==> run_1/final_clocks.png <==
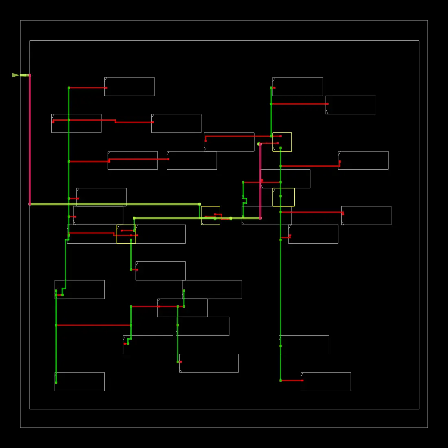
==> run_1/pins.png <==
(6 px per um) Pins as bars across the die edge, other pins in gray.
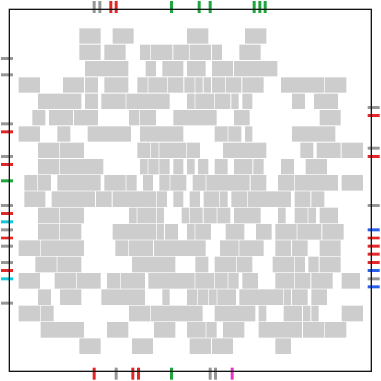
==> run_1/clock_map.png <==
(8 px per um)
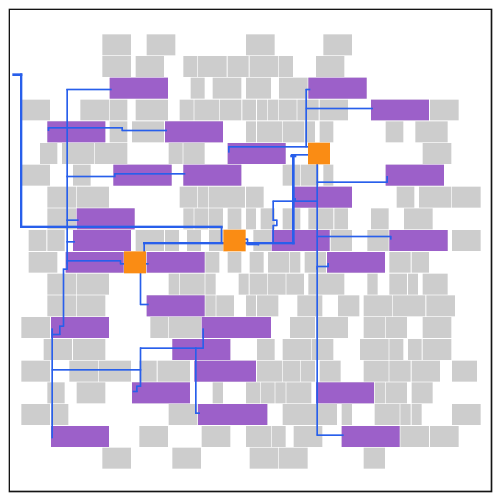
**src/rtl/fetch_decode_seq.sv**
```systemverilog
// Program-counter sequencer for the DataSelect/ALU datapath: fetches 16-bit words from a
// registered ROM and decodes them over a fixed FETCH/DECODE/EXEC/WB loop.
module fetch_decode_seq #(
  parameter int PC_W = 8,
  parameter int IW   = 16,
  parameter int DW   = 8
) (
  input  logic            clk,
  input  logic            rst,
  input  logic            start,
  output logic [PC_W-1:0] rom_addr,
  input  logic [IW-1:0]   rom_data,
  input  logic            zero_flag,
  output logic [1:0]      ra,
  output logic [1:0]      rb,
  output logic [1:0]      rd,
  output logic            ctl,
  output logic [DW-1:0]   romx,
  output logic [2:0]      alu_op,
  output logic            reg_we,
  output logic            halted
);

  typedef enum logic [2:0] {
    S_IDLE, S_FETCH, S_DECODE, S_EXEC, S_WB, S_HALT
  } state_t;

  typedef enum logic [3:0] {
    OP_NOP  = 4'h0, OP_ADD = 4'h1, OP_SUB = 4'h2, OP_AND  = 4'h3,
    OP_OR   = 4'h4, OP_XOR = 4'h5, OP_ADDI = 4'h6, OP_LDI = 4'h7,
    OP_JMP  = 4'h8, OP_JZ  = 4'h9, OP_HALT = 4'hF
  } opcode_t;

  localparam logic [2:0] ALU_ADD   = 3'd0;
  localparam logic [2:0] ALU_SUB   = 3'd1;
  localparam logic [2:0] ALU_AND   = 3'd2;
  localparam logic [2:0] ALU_OR    = 3'd3;
  localparam logic [2:0] ALU_XOR   = 3'd4;
  localparam logic [2:0] ALU_PASSB = 3'd5;

  state_t          state, state_next;
  logic [PC_W-1:0] pc;
  logic [IW-1:0]   instr;
  logic [IW-1:0]   cur;
  logic [3:0]      cur_op;
  logic [3:0]      instr_op;
  logic [PC_W-1:0] imm_pc;

  // During DECODE the operands must already be valid, so decode straight from the ROM
  // word; afterwards the latched copy keeps them stable until the next DECODE.
  assign cur      = (state == S_DECODE) ? rom_data : instr;
  assign cur_op   = cur[15:12];
  assign instr_op = instr[15:12];
  assign imm_pc   = PC_W'(instr[7:0]);
  assign rom_addr = pc;

  // NOTE: reset is synchronous and sampled only on the clock edge, so it wins over any
  // state, including a pending WB; all sequential state uses non-blocking assignments.
  always_ff @(posedge clk) begin
    if (rst) state <= S_IDLE;
    else     state <= state_next;
  end

  always_comb begin
    // NOTE: default first so every path assigns state_next and no latch is inferred.
    state_next = state;
    unique case (state)
      S_IDLE:   if (start) state_next = S_FETCH;
      S_FETCH:  state_next = S_DECODE;
      S_DECODE: state_next = S_EXEC;
      S_EXEC:   state_next = S_WB;
      S_WB:     state_next = (instr_op == OP_HALT) ? S_HALT : S_FETCH;
      S_HALT:   state_next = S_HALT;
      default:  state_next = S_IDLE;
    endcase
  end

  always_ff @(posedge clk) begin
    if (rst) begin
      pc    <= '0;
      instr <= '0;
    end else begin
      if (state == S_IDLE && start) pc <= '0;
      if (state == S_DECODE) instr <= rom_data;
      if (state == S_WB) begin
        unique case (instr_op)
          OP_JMP:  pc <= imm_pc;
          OP_JZ:   pc <= zero_flag ? imm_pc : pc + PC_W'(1);
          OP_HALT: pc <= pc;
          default: pc <= pc + PC_W'(1);
        endcase
      end
    end
  end

  always_comb begin
    ra     = cur[11:10];
    rb     = cur[9:8];
    rd     = cur[11:10];
    romx   = DW'(cur[7:0]);
    ctl    = 1'b0;
    alu_op = ALU_ADD;
    unique case (cur_op)
      OP_ADD:  alu_op = ALU_ADD;
      OP_SUB:  alu_op = ALU_SUB;
      OP_AND:  alu_op = ALU_AND;
      OP_OR:   alu_op = ALU_OR;
      OP_XOR:  alu_op = ALU_XOR;
      OP_ADDI: begin ctl = 1'b1; alu_op = ALU_ADD;   end
      OP_LDI:  begin ctl = 1'b1; alu_op = ALU_PASSB; end
      default: alu_op = ALU_ADD;
    endcase
    reg_we = (state == S_WB) && (instr_op >= OP_ADD) && (instr_op <= OP_LDI);
    halted = (state == S_HALT);
  end

endmodule

```
**config.mk**
```make
export PLATFORM = sky130hd
export DESIGN_NAME = fetch_decode_seq
export DESIGN_NICKNAME = d
export VERILOG_FILES = /design/src/rtl/fetch_decode_seq.sv
export SDC_FILE = /design/constraint.sdc
export NUM_CORES = 1
export LEC_CHECK = 0
export CORE_UTILIZATION = 45
export DETAILED_ROUTE_END_ITERATION = 10
export PLACE_DENSITY_LB_ADDON = 0.3
export REMOVE_ABC_BUFFERS = 1
export SYNTH_ARGS = -nofsm -noshare
export SYNTH_HDL_FRONTEND = slang
export SYNTH_SLANG_ARGS = --single-unit
```
**constraint.sdc**
```tcl
create_clock -name clk -period 2.7 [get_ports clk]
set_input_delay 0.405 -clock clk [delete_from_list [all_inputs] [get_ports clk]]
set_output_delay 0.405 -clock clk [all_outputs]
set_load 0.01 [all_outputs]
```
==> summary.txt, run 1 <==
Physical design

The number of ordinary and repair buffers in the finished layout stands at 55. The simple logic cell fraction of the synthesized area stands at 0.2282. For reference, the most critical setup path is categorized as flip-flop to output pin.

Across all setup checks in the final design, the least slack found is around 0.16 ns. Per the hold report, the tightest min-delay path originates at instr[1]$_SDFF_PP0_. The number of top-level pins stands at 48. The critical-path maximum fanout stands at 17. The non-clock buffer share of cell area stands at 0.2673.

The transition time of the tightest slew-check pin stands at just under 0.9 ns. The post-synthesis compound-gate area fraction stands at 0.1483. The cell type that accounts for the most area after synthesis is sky130_fd_sc_hd__dfxtp_1.

The global router reports that the layer with the highest usage is met2. The post-route antenna net violation count stands at 0. The worst setup path is captured at an output pin. After detailed placement, the total cell area comes to a little under 2000 um^2. Hold-check failures listed in the final report amount to 0.

The design draws 0.9188 mW. In the final timing run, aggregate negative setup slack is 0 ns. The met1 track demand over resource stands at 0.2404. The count of cell types in the netlist stands at 42. The final timing report lists a max-slew violation count of 0. The number of enable flip-flop cells stands at 0. The combinational gate count stands at between 100 and 150.

The number of cells on the worst hold path stands at 2. Per the detail_route report, routed wire per instance is 13.82 um. The worst-case reg-to-reg path depth stands at 4. Per report_power, the top consumer among the power groups is registers. For this configuration, the core starts out at a cell density of 0.4856.

At the worst endpoint, the arrival time is 2.13 ns. The run finished with clean final reports. CTS placed an instance of sky130_fd_sc_hd__clkbuf_4 at the clock tree root.

The clock transition time at the flip-flop clock pins of the worst setup and hold paths stands at 0.16 ns. The share of cell area taken by muxes after synthesis stands at 0.1293. The synthesized design contains 27 register bits. The total number of yosys warnings stands at 0. Grouping non-sequential cells by family puts the most area in simple AND/OR/NAND/NOR gates.

The worst-case register-to-register setup slack stands at 0.91 ns. The worst register-to-register path ends at rom_addr[5]$_SDFFE_PP0P_. The area occupied by registers stands at around 550 um^2. In this run the layout overhead on the synthesized area is reported as 30.97%. In this run the standard cell core region covers 3128 um^2.
About final_clocks.png:
Sinks on Clock Net: 27
P_clk: 0.194 mW
worst setup skew after layout: 0.005317 ns
clock latency of the later-clocked register in the worst-skew pair: 0.34 ns

About pins.png:
[`rom_addr`] green | pins: 8 | direction: output | edge: 6 north, 1 west, 1 south
[`reg_we`] magenta | pins: 1 | direction: output | edge: south
[`ra`] cyan | pins: 2 | direction: output | edge: west
[`alu_op`] blue | pins: 3 | direction: output | edge: east
[`rom_data`] red | pins: 16 | direction: input | edge: 6 east, 5 west, 3 south, 2 north
Port-buffer cells: 47
die width: 60.10 um
vertical die dimension: 60.10 um

About clock_map.png:
[flip-flops] purple | count: 27
[clock wires] blue | length: 326 um
[cells driving clock nets] orange | count: 3
routed clock nets: 4
Clock power frac: 0.211

--- run 2 (diff from run 1) ---
--- a/config.mk
+++ b/config.mk
@@ -6,6 +6,7 @@
 export NUM_CORES = 1
 export LEC_CHECK = 0
 export CORE_UTILIZATION = 45
+export CTS_CLUSTER_DIAMETER = 200
 export DETAILED_ROUTE_END_ITERATION = 10
 export PLACE_DENSITY_LB_ADDON = 0.3
 export REMOVE_ABC_BUFFERS = 1
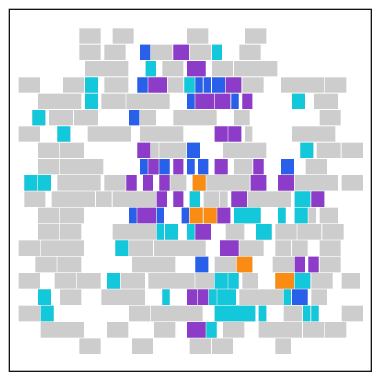
(run_2/gate_families.png)
(6 px per um)
[inverting AOI/OAI gates] purple | cells: 32
[AND and OR gates] orange | cells: 5 | where: center
[NOR gates] cyan | cells: 36 | where: widely spread
[NAND gates] blue | cells: 19
fraction of area in multi-input gates: 0.4057
number of non-filler instances in the completed layout: 250
top logic cell by instance count in the layout: sky130_fd_sc_hd__clkdlybuf4s50_1

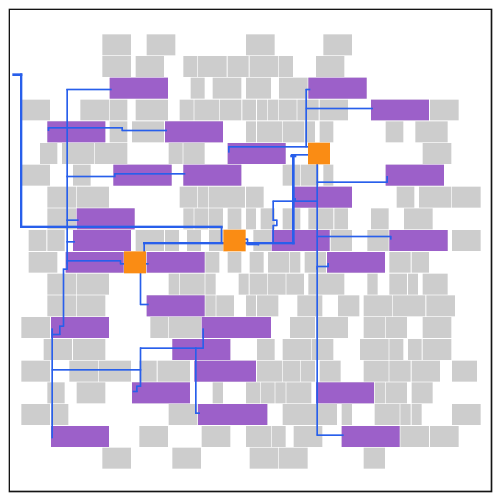
(run_2/clock_map.png)
(8 px per um)
[cells driving clock nets] orange | count: 3
[clock wires] blue | length: 326 um
[flip-flops] purple | count: 27
routed clock nets: 4

==> run 2 against run 1 <==
  * Combinational power barely moved
  * Routed wire length unchanged
  * Critical path depth is the same
  * Synthesized cell count unchanged
  * Via count stayed put
  * Hold slack unchanged
  * Count of clock-buffer cells in the layout is the same
  * Flip-flop count is the same
  * Highest routed layer unchanged
==> summary.txt, run 2 <==
Physical design

The number of cells on the worst hold path stands at 2. The worst setup path is of the flip-flop to output pin kind. The die is approximately 60 um tall.

Counting every sink on the clock net gives 27. Of the total power, the clock network draws 0.211. In this run the critical register-to-register path is captured at rom_addr[5]$_SDFFE_PP0P_. Port buffering added 47 buffers.

Of the combinational cells, the family taking the most area is simple AND/OR/NAND/NOR gates. The cell sitting at the root of the clock tree is a sky130_fd_sc_hd__clkbuf_4. The transition time of the tightest slew-check pin stands at roughly 0.88 ns. Pins over their slew limit in the final report were tallied at 0. Endpoints failing hold in the final report were tallied at 0. The total chip power stands at 0.9188 mW. The placed cell area stands at 1926 um^2. The number of top-level pins stands at 48. The non-clock buffer share of cell area stands at 0.2673. Looking at the group totals, the largest power group turns out to be registers. The count of cell types in the netlist stands at 42. Per the OpenROAD floorplan log, the area of the core is around 3100 um^2. The startpoint identified for the worst hold timing path is instr[1]$_SDFF_PP0_. In this run the most used layer during global routing was met2. Per the layout report, the design carries 55 non-clock buffers. Per the synthesis report, the simple-gate share of the synthesized area is 0.2282. The final worst clock skew stands at 0.005317 ns. Power attributed to the clock group is 0.194 mW. The run finished with clean final reports. The global routing report lists met1 layer usage as 0.2404. The critical-path maximum fanout stands at 17. For this run, combinational gates with multiple inputs come to 116. Nets still carrying antenna violations after routing amount to 0. The total number of yosys warnings stands at 0.

Synthesis inferred 27 register bits. STA shows the worst reg2reg path with a cell count of 4. The final layout reports a setup TNS of 0 ns. The worst path setup slack after routing stands at between 0.15 and 0.2 ns.

The post-synthesis compound-gate area fraction stands at 0.1483.
--- run 3 (diff from run 2) ---
--- a/config.mk
+++ b/config.mk
@@ -8,6 +8,7 @@
 export CORE_UTILIZATION = 45
 export CTS_CLUSTER_DIAMETER = 200
 export DETAILED_ROUTE_END_ITERATION = 10
+export MAX_ROUTING_LAYER = met4
 export PLACE_DENSITY_LB_ADDON = 0.3
 export REMOVE_ABC_BUFFERS = 1
 export SYNTH_ARGS = -nofsm -noshare
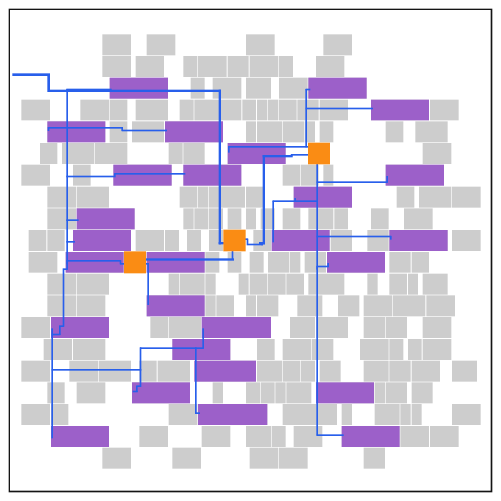
(run_3/clock_map.png)
(8 px per um)
[cells driving clock nets] orange | count: 3
[flip-flops] purple | count: 27
[clock wires] blue | length: 321 um
routed clock nets: 4

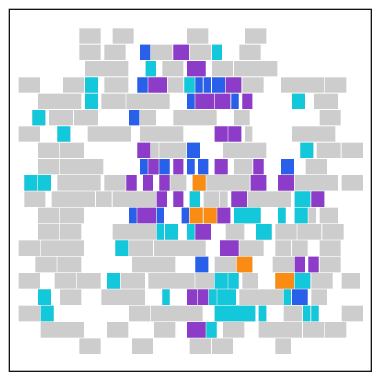
(run_3/gate_families.png)
(6 px per um)
[NOR gates] cyan | cells: 36 | where: widely spread
[NAND gates] blue | cells: 19
[AND and OR gates] orange | cells: 5 | where: center
[inverting AOI/OAI gates] purple | cells: 32

==> run 3 against run 2 <==
  * Die size unchanged
  * Non-clock buffer count unchanged
  * Sequential share of layout area unchanged
  * Largest cell class unchanged
  * Largest power group unchanged
  * Critical path type unchanged
==> summary.txt, run 3 <==
Physical design

Per the final timing report, the hold violations number 0. The floorplan-stage core utilization stands at 0.4856. Summing all multiplexer cells gives an area fraction of 0.1293. The logic gate fraction of the total cell area stands at 0.4057. The run finished with clean final reports.

Per the synthesis report, the simple-gate share of the synthesized area is 0.2282. For reference, the top logic cell family by area is simple AND/OR/NAND/NOR gates. Power attributed to the clock group is 0.192 mW. Looking at area per cell type in the netlist, the leader is sky130_fd_sc_hd__dfxtp_1. Counting only logic cells after layout, the most numerous master is sky130_fd_sc_hd__clkdlybuf4s50_1. The synthesis log from Yosys contains 0 warnings. The latest clock arrival within the worst-skew pair stands at 0.34 ns. Compared with the post-synthesis result, the final layout area differs by 30.97%. Looking at the global route congestion table, the highest-usage layer is met2. The number of ordinary inverters in the final layout stands at 4.

The clock net sink count stands at 27. Measured in cells, the most critical reg-to-reg path has a length of 4. The worst path meets setup with 0.1666 ns of slack. The filler-free cell count of the finished design stands at 250. The count of buffers added on input and output ports is 47. The total chip power stands at 0.9173 mW. The post-synth count of flops with an enable pin is 0.

Clock tree synthesis selected as its root buffer the cell sky130_fd_sc_hd__clkbuf_4. Of all power groups, the one with the highest power is registers. The number of cells on the worst hold path is listed as 2. In this run the most critical hold path is launched from instr[1]$_SDFF_PP0_. The post-synthesis compound-gate area fraction stands at 0.1483.

The placed cell area stands at 1926 um^2. By startpoint and endpoint, the worst setup path is classified as flip-flop to output pin. The height of the chip stands at 60.10 um. In this run the worst path has a maximum fanout of 17.

For reference, the final report shows the max-slew violation count at 0. The share of total power dissipated in the clock network is 0.209. Counting flops and latches in the post-synthesis netlist gives 27.

The synthesis report gives the async set-or-reset register share as 0. The transition time of the tightest slew-check pin stands at roughly 0.88 ns. The number of top-level pins stands at 48. The non-clock buffer share of cell area stands at 0.2673. Across the routed clock network, the largest skew measured is around 0.0056 ns. The core footprint stands at 3128 um^2. The count of cell types in the netlist stands at ~42.
No activity file was given, so power comes from the tool's default toggle rates.
